$ cat config.mk
export PLATFORM = sky130hd
export DESIGN_NAME = hwag_angle_channel
export DESIGN_NICKNAME = d
export VERILOG_FILES = /design/src/rtl/hwag_ch_pkg.sv /design/src/rtl/hwag_angle_hit.sv /design/src/rtl/hwag_angle_channel.sv
export SDC_FILE = /design/constraint.sdc
export NUM_CORES = 1
export LEC_CHECK = 0
export CAP_MARGIN = 20
export CORE_AREA = 2 2 151 153
export CTS_BUF_LIST = sky130_fd_sc_hd__clkbuf_16
export CTS_CLUSTER_DIAMETER = 50
export DETAILED_ROUTE_END_ITERATION = 6
export DIE_AREA = 0 0 153 155
export MAX_ROUTING_LAYER = met4
export PLACE_DENSITY = 0.72
export SKIP_LAST_GASP = 1
export SLEW_MARGIN = 20
export SYNTH_ARGS = -nofsm -noshare
export SYNTH_HDL_FRONTEND = slang
export SYNTH_HIERARCHICAL = 1
export SYNTH_SLANG_ARGS = --single-unit
$ cat constraint.sdc
create_clock -name clk -period 7.7 [get_ports clk]
set_input_delay 1.925 -clock clk [delete_from_list [all_inputs] [get_ports clk]]
set_output_delay 1.925 -clock clk [all_outputs]
set_load 0.01 [all_outputs]
$ cat src/rtl/hwag_ch_pkg.sv
// Shared types and defaults for HWAG angle-triggered output channels.
package hwag_ch_pkg;

  localparam int ANGLE_AW      = 24;
  localparam int ANGLE_TOP_DEF = 3839;

  typedef logic [ANGLE_AW-1:0] angle_t;

  typedef enum logic [1:0] {
    IDLE   = 2'd0,
    ARMED  = 2'd1,
    ACTIVE = 2'd2
  } ch_state_t;

endpackage

$ cat src/rtl/hwag_angle_hit.sv
// Edge-qualified angle comparators: one event per arrival at a target angle,
// even if the angle is held for many cycles.
module hwag_angle_hit
  import hwag_ch_pkg::*;
#(
  parameter int AW  = 24,
  parameter int TOP = ANGLE_TOP_DEF
) (
  input  logic          clk,
  input  logic          rst,
  input  logic [AW-1:0] acnt2,
  input  logic [AW-1:0] tgt_set,
  input  logic [AW-1:0] tgt_clr,
  output logic          hit_set,
  output logic          hit_clr
);

  logic [AW-1:0] acnt2_q;
  logic          fresh;

  // NOTE: sequential state uses non-blocking assignments so every register
  // samples the pre-edge values, independent of statement order.
  always_ff @(posedge clk or negedge rst) begin
    if (!rst) acnt2_q <= '0;
    else      acnt2_q <= acnt2;
  end

  // Only a newly arrived, in-range angle can produce an event.
  assign fresh   = (acnt2 != acnt2_q) && (acnt2 <= AW'(TOP));
  assign hit_set = fresh && (acnt2 == tgt_set);
  assign hit_clr = fresh && (acnt2 == tgt_clr);

endmodule

$ cat src/rtl/hwag_angle_channel.sv
// Angle-triggered output channel: set/clear by crank angle, with timeout,
// sync-loss abort and double-buffered configuration.
module hwag_angle_channel
  import hwag_ch_pkg::*;
#(
  parameter int AW  = 24,
  parameter int TOP = ANGLE_TOP_DEF,
  parameter int TW  = 24
) (
  input  logic          clk,
  input  logic          rst,
  input  logic          hwag_start,
  input  logic [AW-1:0] acnt2,
  input  logic          acnt2_e_top,
  input  logic          cfg_we,
  input  logic          cfg_ena,
  input  logic [AW-1:0] cfg_set,
  input  logic [AW-1:0] cfg_clr,
  input  logic [TW-1:0] cfg_tmo,
  output logic          ch_out,
  output logic          ch_busy,
  output logic          cfg_pending,
  output logic          set_if,
  output logic          clr_if,
  output logic          tmo_if,
  output logic          abort_if
);

  logic          pend_ena, sh_ena;
  logic [AW-1:0] pend_set, pend_clr, sh_set, sh_clr;
  logic [TW-1:0] pend_tmo, sh_tmo;
  logic          top_q;
  logic          wrap, xfer;
  logic          hit_set, hit_clr;

  ch_state_t     state, state_nx;
  logic [TW-1:0] tcnt, tcnt_nx;
  logic          ch_out_nx, set_nx, clr_nx, tmo_nx, abort_nx;

  hwag_angle_hit #(.AW(AW), .TOP(TOP)) u_hit (
    .clk     (clk),
    .rst     (rst),
    .acnt2   (acnt2),
    .tgt_set (sh_set),
    .tgt_clr (sh_clr),
    .hit_set (hit_set),
    .hit_clr (hit_clr)
  );

  assign wrap = acnt2_e_top && !top_q;
  // The shadow never changes mid-pulse: ACTIVE defers to a later wrap.
  assign xfer = cfg_pending && ((state == IDLE) || ((state == ARMED) && wrap));

  always_ff @(posedge clk or negedge rst) begin
    if (!rst) begin
      pend_ena    <= 1'b0;
      pend_set    <= '0;
      pend_clr    <= '0;
      pend_tmo    <= '0;
      sh_ena      <= 1'b0;
      sh_set      <= '0;
      sh_clr      <= '0;
      sh_tmo      <= '0;
      cfg_pending <= 1'b0;
      top_q       <= 1'b0;
    end else begin
      top_q <= acnt2_e_top;
      if (xfer) begin
        sh_ena      <= pend_ena;
        sh_set      <= pend_set;
        sh_clr      <= pend_clr;
        sh_tmo      <= pend_tmo;
        cfg_pending <= 1'b0;
      end
      // A coincident write wins: shadow takes the old pending, new stays queued.
      if (cfg_we) begin
        pend_ena    <= cfg_ena;
        pend_set    <= cfg_set;
        pend_clr    <= cfg_clr;
        pend_tmo    <= cfg_tmo;
        cfg_pending <= 1'b1;
      end
    end
  end

  // NOTE: every always_comb output gets a default first so no path leaves a
  // variable unassigned, which would infer a latch.
  always_comb begin
    state_nx  = state;
    tcnt_nx   = tcnt;
    ch_out_nx = 1'b0;
    set_nx    = 1'b0;
    clr_nx    = 1'b0;
    tmo_nx    = 1'b0;
    abort_nx  = 1'b0;
    unique case (state)
      IDLE: begin
        if (hwag_start && sh_ena) state_nx = ARMED;
      end
      ARMED: begin
        if (!hwag_start || !sh_ena) begin
          state_nx = IDLE;
        end else if (hit_set && (sh_set != sh_clr)) begin
          state_nx  = ACTIVE;
          ch_out_nx = 1'b1;
          set_nx    = 1'b1;
          tcnt_nx   = '0;
        end
      end
      ACTIVE: begin
        ch_out_nx = 1'b1;
        if (tcnt != '1) tcnt_nx = tcnt + TW'(1);
        if (!hwag_start) begin
          state_nx  = IDLE;
          ch_out_nx = 1'b0;
          abort_nx  = 1'b1;
        end else if (hit_clr) begin
          state_nx  = ARMED;
          ch_out_nx = 1'b0;
          clr_nx    = 1'b1;
        end else if ((sh_tmo != '0) && (tcnt == sh_tmo - TW'(1))) begin
          state_nx  = ARMED;
          ch_out_nx = 1'b0;
          tmo_nx    = 1'b1;
        end
      end
      default: state_nx = IDLE;
    endcase
  end

  always_ff @(posedge clk or negedge rst) begin
    if (!rst) begin
      state    <= IDLE;
      tcnt     <= '0;
      ch_out   <= 1'b0;
      set_if   <= 1'b0;
      clr_if   <= 1'b0;
      tmo_if   <= 1'b0;
      abort_if <= 1'b0;
    end else begin
      state    <= state_nx;
      tcnt     <= tcnt_nx;
      ch_out   <= ch_out_nx;
      set_if   <= set_nx;
      clr_if   <= clr_nx;
      tmo_if   <= tmo_nx;
      abort_if <= abort_nx;
    end
  end

  assign ch_busy = (state == ACTIVE);

endmodule
clocks.png
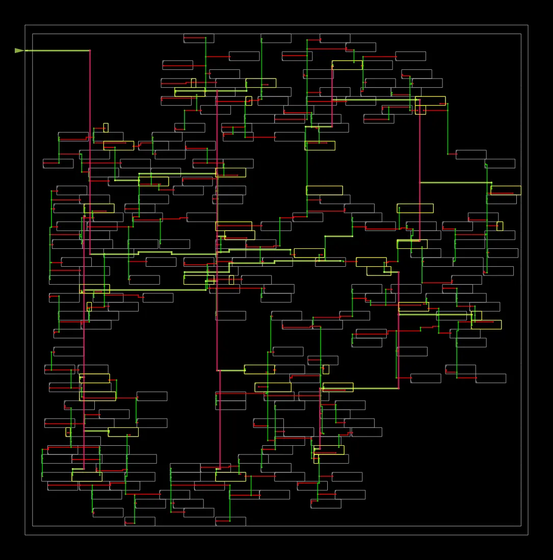
clk_skew: 15.6 ps
clk sinks: 203
clkbuf count: 25
flip-flops: 203

placement_by_type.png
Scale: 2 px per um. Fill, decap, tap and diode cells in grey.
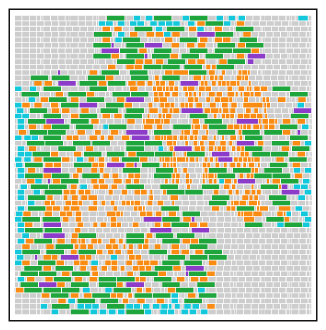
colour	class	cells
cyan	other buffers and delay cells	113
purple	clock drivers and dummy loads	42
orange	combinational and other logic	552
green	flops	203
post-layout util: 53.7%
design area: 11900 sq um
row cnt: 55
core area: 22200 sq um
Seq area share: 42.5%

==> GITHUB_STEP_SUMMARY <==
### Yosys + OpenROAD results

| Metric | Value |
|---|---|
| Residual DRC | 0 |
| Synth Seq Share | 52.2% |
| CP endpoint kind | register |
| Gpl congestion | 0.874 |
| Dpl ws | 2490 ps |
| Worst hold margin | 499 ps |
| EDFF count, synth | 0 |
| Crit Path Category | primary input to register |
| Outcome | finished, final reports clean |
| Mapped Area | 9730 sq um |
| Worst VDD drop | 191 uV |
| # Cells Yosys | 786 |
| Vias per cell | 5.38 |
| Part of the power in registers | 41.0% |
| Placed Area | 11100 sq um |
| CTS Buf Count | 25 |
| Critical path peak fanout | 21 |
| Async SR Flop Fraction | 100% |
| Crit path DAT | 5230 ps |
| Tapcell Cnt | 285 |
| Worst r2r dst | state[0]$_DFFE_PN0P_ |
| Inverter count | 6 |
| Gr usage total | 19.5% |
| Top cells by area | dfrtp_1, mux2_2, xor2_1, xnor2_1, nor4_1 |
| Clock-net power | 1.21 mW |
| Most common reg cell | dfrtp_1 |
| Post-synthesis cell count | 786 |
| Slowest cell on crit path | clkdlybuf4s50_1 |
| Area growth, synth to finish | 22.7% |
| Most frequent logic cells in the routed design | dfrtp_1, mux2_2, clkdlybuf4s50_1 |
| First-pass GRT wire length | 36000 um |
cell_density.png
Scale: 2 px per um. The die is cut into 15 by 16 equal tiles; black is low, pale yellow is high, 0 to 100% covered.
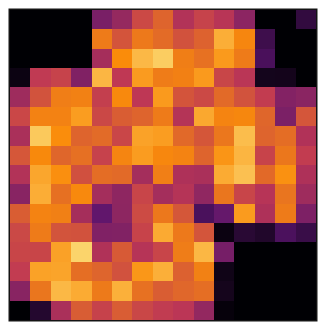
emptiest ninth of the die	bottom right
tiles over 75% full	15%
fullest tile	91%
nearly empty tiles	15%
FP Core Util: 43.8%

-- synth_stat cells (2+ instances only) --
cell type,instances
a31oi_1,5
mux2_2,146
nand3_1,19
inv_1,6
a21o_1,2
nand4b_1,3
a21oi_1,11
and3b_1,2
and3_1,8
or4_4,2
and4_1,3
o221ai_1,2
nor2b_1,3
nor4_1,26
nand4_1,25
clkbuf_1,26
buf_2,2
dfrtp_1,203
nand2_1,27
or4_1,2
o31ai_1,5
xnor2_1,28
and2_1,4
nor3_1,12
or3_1,7
nor2_1,29
a41oi_1,2
xor2_1,103
nand3b_1,5
nand2b_1,3
o21ai_0,22
a211o_1,2
ha_1,7
o41ai_1,2
nor4_2,6
-- cells by family (layout without fill, tap and decap cells) --
| group | Yosys count | in the layout | synth area share [%] |
|---|---|---|---|
| muxes | 148 | 148 | 17.1 |
| buffers and inverters | 37 | 161 | 1.57 |
| xor gates and xnor gates | 131 | 131 | 11.8 |
| AOI/OAI and AO/OA | 67 | 67 | 4.69 |
| adders and majority gates | 7 | 7 | 0.900 |
| and+or+nand+nor | 193 | 193 | 11.7 |
| DFF | 203 | 203 | 52.2 |
-- routing by layer --
metal  GRT usage [%]  vias to the layer above
met5               -                        -
met2            31.5                      134
met4            4.76                        0
met3            3.04                       35
li1                -                     3049
met1            26.1                     3217
-- sequential cells by signal, summed over array words and instances (netlist names) --
register	count
pend_clr	24
sh_clr	24
u_hit/acnt2_q	24
pend_set	24
sh_ena	1
clr_if	1
sh_set	24
pend_ena	1
abort_if	1
cfg_pending	1
ch_out	1
set_if	1
pend_tmo	24
tcnt	24
sh_tmo	24
top_q	1
state	2
tmo_if	1
Power is estimated from default activity; no workload was simulated.
